**src/rtl/fetch_controller.sv**
```systemverilog
`default_nettype none
// ============================================================================
// Module      : fetch_controller
// Description : Instruction fetch sequencer for a synchronous-read instruction
//               memory. Owns the fetch PC, issues at most one read per cycle,
//               tags each returned word with its PC and hands it to decode
//               through a 2-entry valid/ready buffer. Redirects flush both the
//               buffer and any in-flight read.
// Revision    : 1.0 - initial release
// ============================================================================
module fetch_controller #(
  parameter int                ADDR_W   = 10,
  parameter int                DATA_W   = 32,
  parameter logic [ADDR_W-1:0] RESET_PC = '0,
  parameter int                PC_STEP  = 4
) (
  input  logic              clk,
  input  logic              rst_n,
  input  logic              enable,
  input  logic              redirect_valid,
  input  logic [ADDR_W-1:0] redirect_pc,
  output logic [ADDR_W-1:0] imem_pc,
  input  logic [DATA_W-1:0] imem_instruction,
  output logic              out_valid,
  input  logic              out_ready,
  output logic [DATA_W-1:0] out_instr,
  output logic [ADDR_W-1:0] out_pc,
  output logic              busy
);

  // PC increment truncated to the address width so the PC wraps naturally.
  localparam logic [ADDR_W-1:0] C_PC_STEP = ADDR_W'(PC_STEP);

  typedef enum logic [1:0] {
    S_IDLE  = 2'd0,
    S_FETCH = 2'd1,
    S_DRAIN = 2'd2
  } state_t;

  state_t              r_state;
  logic                r_busy;

  logic [ADDR_W-1:0]   r_pc;
  logic                r_inflight;
  logic [ADDR_W-1:0]   r_tag;

  // Buffer: entry 0 is always the oldest word (the head), entry 1 the next.
  logic [1:0]          r_count;
  logic [DATA_W-1:0]   r_instr0;
  logic [ADDR_W-1:0]   r_pc0;
  logic [DATA_W-1:0]   r_instr1;
  logic [ADDR_W-1:0]   r_pc1;

  logic                w_pop;
  logic                w_push;
  logic [2:0]          w_occ;
  logic                w_issue;

  // Handshake and issue decisions. Occupancy counts buffered words plus the
  // word still in the memory pipeline, less the one leaving this cycle, so a
  // new read is only launched when there is guaranteed room for its result.
  always_comb begin
    w_pop   = (r_count != 2'd0) && out_ready;
    w_push  = r_inflight && !redirect_valid;
    w_occ   = {1'b0, r_count} + {2'b00, r_inflight} - {2'b00, w_pop};
    w_issue = (r_state == S_FETCH) && !redirect_valid && (w_occ < 3'd2);
  end

  // Control FSM; busy is registered alongside the state it reflects.
  always_ff @(posedge clk or negedge rst_n) begin
    if (!rst_n) begin
      r_state <= S_IDLE;
      r_busy  <= 1'b0;
    end else begin
      case (r_state)
        S_IDLE: begin
          if (enable) begin
            r_state <= S_FETCH;
            r_busy  <= 1'b1;
          end
        end
        S_FETCH: begin
          if (!enable) begin
            r_state <= S_DRAIN;
          end
          r_busy <= 1'b1;
        end
        S_DRAIN: begin
          if (enable) begin
            r_state <= S_FETCH;
            r_busy  <= 1'b1;
          end else if (!r_inflight && (r_count == 2'd0)) begin
            r_state <= S_IDLE;
            r_busy  <= 1'b0;
          end
        end
        default: begin
          r_state <= S_IDLE;
          r_busy  <= 1'b0;
        end
      endcase
    end
  end

  // Fetch PC and in-flight tracking. A redirect overrides any issue; when no
  // read is issued the PC holds and the memory simply re-reads that address.
  always_ff @(posedge clk or negedge rst_n) begin
    if (!rst_n) begin
      r_pc       <= RESET_PC;
      r_inflight <= 1'b0;
      r_tag      <= '0;
    end else if (redirect_valid) begin
      r_pc       <= redirect_pc;
      r_inflight <= 1'b0;
    end else begin
      r_inflight <= w_issue;
      if (w_issue) begin
        r_tag <= r_pc;
        r_pc  <= r_pc + C_PC_STEP;
      end
    end
  end

  // Two-entry FIFO. The head lives in fixed registers so the outputs never
  // see the memory data combinationally; pops shift entry 1 into entry 0.
  always_ff @(posedge clk or negedge rst_n) begin
    if (!rst_n) begin
      r_count  <= 2'd0;
      r_instr0 <= '0;
      r_pc0    <= '0;
      r_instr1 <= '0;
      r_pc1    <= '0;
    end else if (redirect_valid) begin
      r_count <= 2'd0;
    end else begin
      case ({w_push, w_pop})
        2'b10: begin
          if (r_count == 2'd0) begin
            r_instr0 <= imem_instruction;
            r_pc0    <= r_tag;
          end else begin
            r_instr1 <= imem_instruction;
            r_pc1    <= r_tag;
          end
          r_count <= r_count + 2'd1;
        end
        2'b01: begin
          r_instr0 <= r_instr1;
          r_pc0    <= r_pc1;
          r_count  <= r_count - 2'd1;
        end
        2'b11: begin
          if (r_count == 2'd1) begin
            r_instr0 <= imem_instruction;
            r_pc0    <= r_tag;
          end else begin
            r_instr0 <= r_instr1;
            r_pc0    <= r_pc1;
            r_instr1 <= imem_instruction;
            r_pc1    <= r_tag;
          end
        end
        default: begin
        end
      endcase
    end
  end

  assign imem_pc   = r_pc;
  assign out_valid = (r_count != 2'd0);
  assign out_instr = r_instr0;
  assign out_pc    = r_pc0;
  assign busy      = r_busy;

endmodule
`default_nettype wire

```
**config.mk**
```make
export PLATFORM = sky130hd
export DESIGN_NAME = fetch_controller
export DESIGN_NICKNAME = d
export VERILOG_FILES = /design/src/rtl/fetch_controller.sv
export SDC_FILE = /design/constraint.sdc
export NUM_CORES = 1
export LEC_CHECK = 0
export ABC_CLOCK_PERIOD_IN_PS = 5220
export CAP_MARGIN = 25
export CELL_PAD_IN_SITES_DETAIL_PLACEMENT = 0
export CELL_PAD_IN_SITES_GLOBAL_PLACEMENT = 1
export CORE_UTILIZATION = 43
export DETAILED_ROUTE_END_ITERATION = 16
export MAX_ROUTING_LAYER = met4
export PLACE_DENSITY_LB_ADDON = 0.05
export SETUP_SLACK_MARGIN = 0.1
export SYNTH_ARGS = -nofsm -noshare
export SYNTH_HDL_FRONTEND = slang
export SYNTH_SLANG_ARGS = --single-unit
```
**constraint.sdc**
```tcl
create_clock -name clk -period 5.22 [get_ports clk]
set_clock_uncertainty 0.05 [all_clocks]
set_input_delay 1.305 -clock clk [delete_from_list [all_inputs] [get_ports clk]]
set_output_delay 1.305 -clock clk [all_outputs]
set_load 0.005 [all_outputs]
```
==> flow_metrics.tcl <==
# implementation run metrics
set metrics [dict create \
    status "finished clean" \
    fin_ws_ns 1.060 \
    critical_path_class "input port to flip-flop" \
    syn-cell-area_um2 4791 \
    cts_sinks 110 \
    vias 3335 \
    inverters 8 \
    ys_warn_count 0 \
    insertion_delay_ns 0.38 \
    leakage_nw 2.902 \
    clock_area_share_pct 3.068 \
    rsz0062_at_grt "false" \
    sh_comb_area_pct 30.99 \
    antennaDiodeCount 0 \
    ys_chip_area_um2 4791 \
    synth-edff-count 0 \
    lay_top_count "dfrtp_1" \
    h-tree-depth 3 \
    max_freq_ghz 0.2404 \
    regToRegSetupSlack_ns 1.57 \
    log.warning_count 27 \
    tapCellCount 140 \
    io_buffers 100 \
    drt_iter0_markers 141 \
    finalSetupViolations 0 \
    worstReg2RegEnd "imem_pc[2]" \
    finalNonFillerCells 646 \
    area_leaders "dfrtp_1 (57%), mux2_2 (10%), mux2i_1 (8.8%), a21oi_1 (4.9%), nor2_1 (3.7%)" \
    synthTopCellsByCount "dfrtp_1 (110), a21oi_1 (47), nor2_1 (47)" \
    critPathRequiredTime_ns 5.42 \
    die_area_um2 11570 \
    mostFrequentLayoutCells "dfrtp_1 (110), clkdlybuf4s50_1 (99), nor2_1 (47)" \
    grt_start_max_net_pins 85 \
    overflow 0 \
    netlist-cell-type-count 42 \
    slew_viol_final 0 \
    area_growth_pct 26.82 \
    cts_made_buffers 9 \
    pre_cts_ws_ns 0.6509 \
    post_cts_buffers 0 \
    track_usage_pct 19.63 \
    cp.arrival_ns 4.36 \
    yosysTopAreaCell "dfrtp_1" \
    finalCritPeriodShare_pct 79.70 \
    wl_mm 9.988 \
    hp-start "r_tag[9]" \
    cellPowerDensity_nw_per_um2 526.7 \
    num-clock-buffers 13 \
    flops 110 \
    syn_area_per_cell_um2 11.71 \
    flop_area_um2 2753 \
    ant_nets 0 \
    grt_pass1_wl_mm 16.74 \
    r2r_cells 12 \
    yosysSeqAreaShare_pct 57.46 \
    first_pass_iters 4 \
    period_needed_ns 4.160 \
    cts_resized 0 \
    critPathMaxFanout 19 \
    postSynthCellCount 409 \
    first_global_vias 3309 \
    most_common_cell "dfrtp_1" \
    r2r_start "r_count[1]" \
    relSlewSlack_pct 45.31 \
    postCtsHoldBufs 0 \
    critPathLaunchType "input port" \
    wire_per_inst_um 15.46 \
]
-- flip-flops by register name, summed over array words and instances, names as in the netlist --
signal	count
r_state	2
r_count	2
r_pc1	10
out_pc	10
r_instr1	32
r_inflight	1
out_instr	32
imem_pc	10
r_tag	10
busy	1
-- cells by family (layout without fill, tap and decap cells) --
logic type               after synthesis  count (layout)  share of synthesized area (%)
flip-flops                           110             110                          57.46
AND/OR/NAND/NOR                      104             104                          9.637
multiplexers                          86              86                          19.12
AND-OR/OR-AND                         68              68                          8.122
buffers and inverters                 32             129                          3.474
adder cells (fa/ha/maj)                5               5                          1.463
XOR/XNOR                               4               4                         0.7314
-- how the worst max path moves through the flow --
stage	start	slack (ns)	end	cells past startpoint
after global placement	out_ready	0.76	imem_pc[2]	11
after global routing	out_ready	0.83	imem_pc[3]	11
final	out_ready	1.06	imem_pc[2]	11
after detailed placement	out_ready	0.65	imem_pc[2]	11
after CTS	out_ready	1.07	imem_pc[2]	11
after floorplan	out_ready	1.77	imem_pc[8]	9
-- critical path, stage by stage --
cell and delay (ns):
clkdlybuf4s50_1 0.41, nand2b_1 0.23, inv_1 0.08, ha_1 0.26, nand2b_1 0.15, fa_1 0.38, xor2_1 0.37, or2_1 0.60
inv_2 0.27, xnor2_1 0.21, o21ai_1 0.07
-- metal layers --
metal	part of all wire (%)	GRT usage [%]	wire (um)
met5	0	-	0
met4	1.1	5.479	106
met3	5.4	6.235	541
met2	48	30.04	4751
met1	46	25.16	4589
-- report_power, final --
| part | internal (mW) | leakage [nW] | total [mW] | switching, mW |
|---|---|---|---|---|
| clock | 0.212 | 0.0954 | 0.488 | 0.277 |
| combinational | 0.726 | 1.46 | 1.27 | 0.545 |
| sequential | 1.22 | 1.35 | 1.44 | 0.223 |
| total | 2.16 | 2.90 | 3.20 | 1.04 |
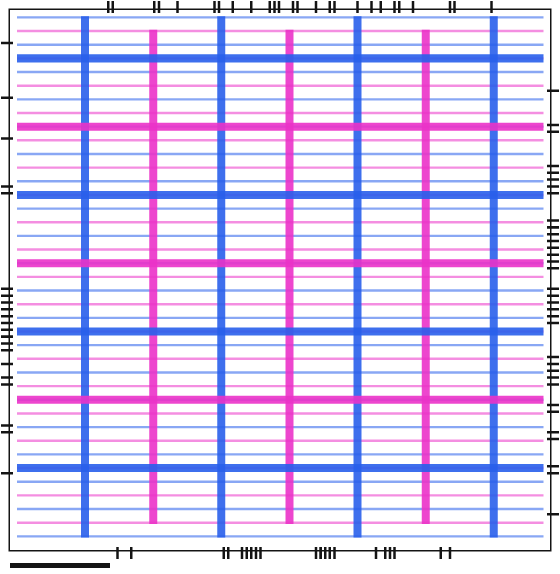
(supply network)
Bar = 20 um. Pins as bars on the die edge.
legend:
  blue:
    net: VSS
  magenta:
    net: VDD
rows: 38
met4 straps: 7
met5 straps: 7
Die H: 107.6 um
Core ar.: 10840 um2
die span in x: 107.6 um
Worst VDD drop: 0.0002769 V

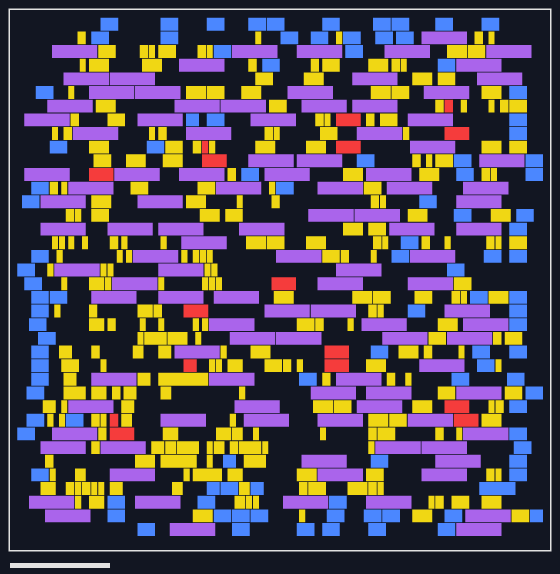
(cell classes on the final placement)
Bar = 20 um.
legend:
  blue:
    class: remaining buffers and delay cells
    cells: 105
    share_of_their_area: 18%
  red:
    class: clock drivers and dummy loads
    cells: 16
    share_of_their_area: 3.2%
  yellow:
    class: remaining logic cells
    cells: 275
    share_of_their_area: 32%
  purple:
    class: sequential cells
    cells: 110
    share_of_their_area: 47%
Final Util: 56.05%
Seq area share: 45.30%
fin area: 6076 um2

No activity file was given, so power comes from the tool's default toggle rates.
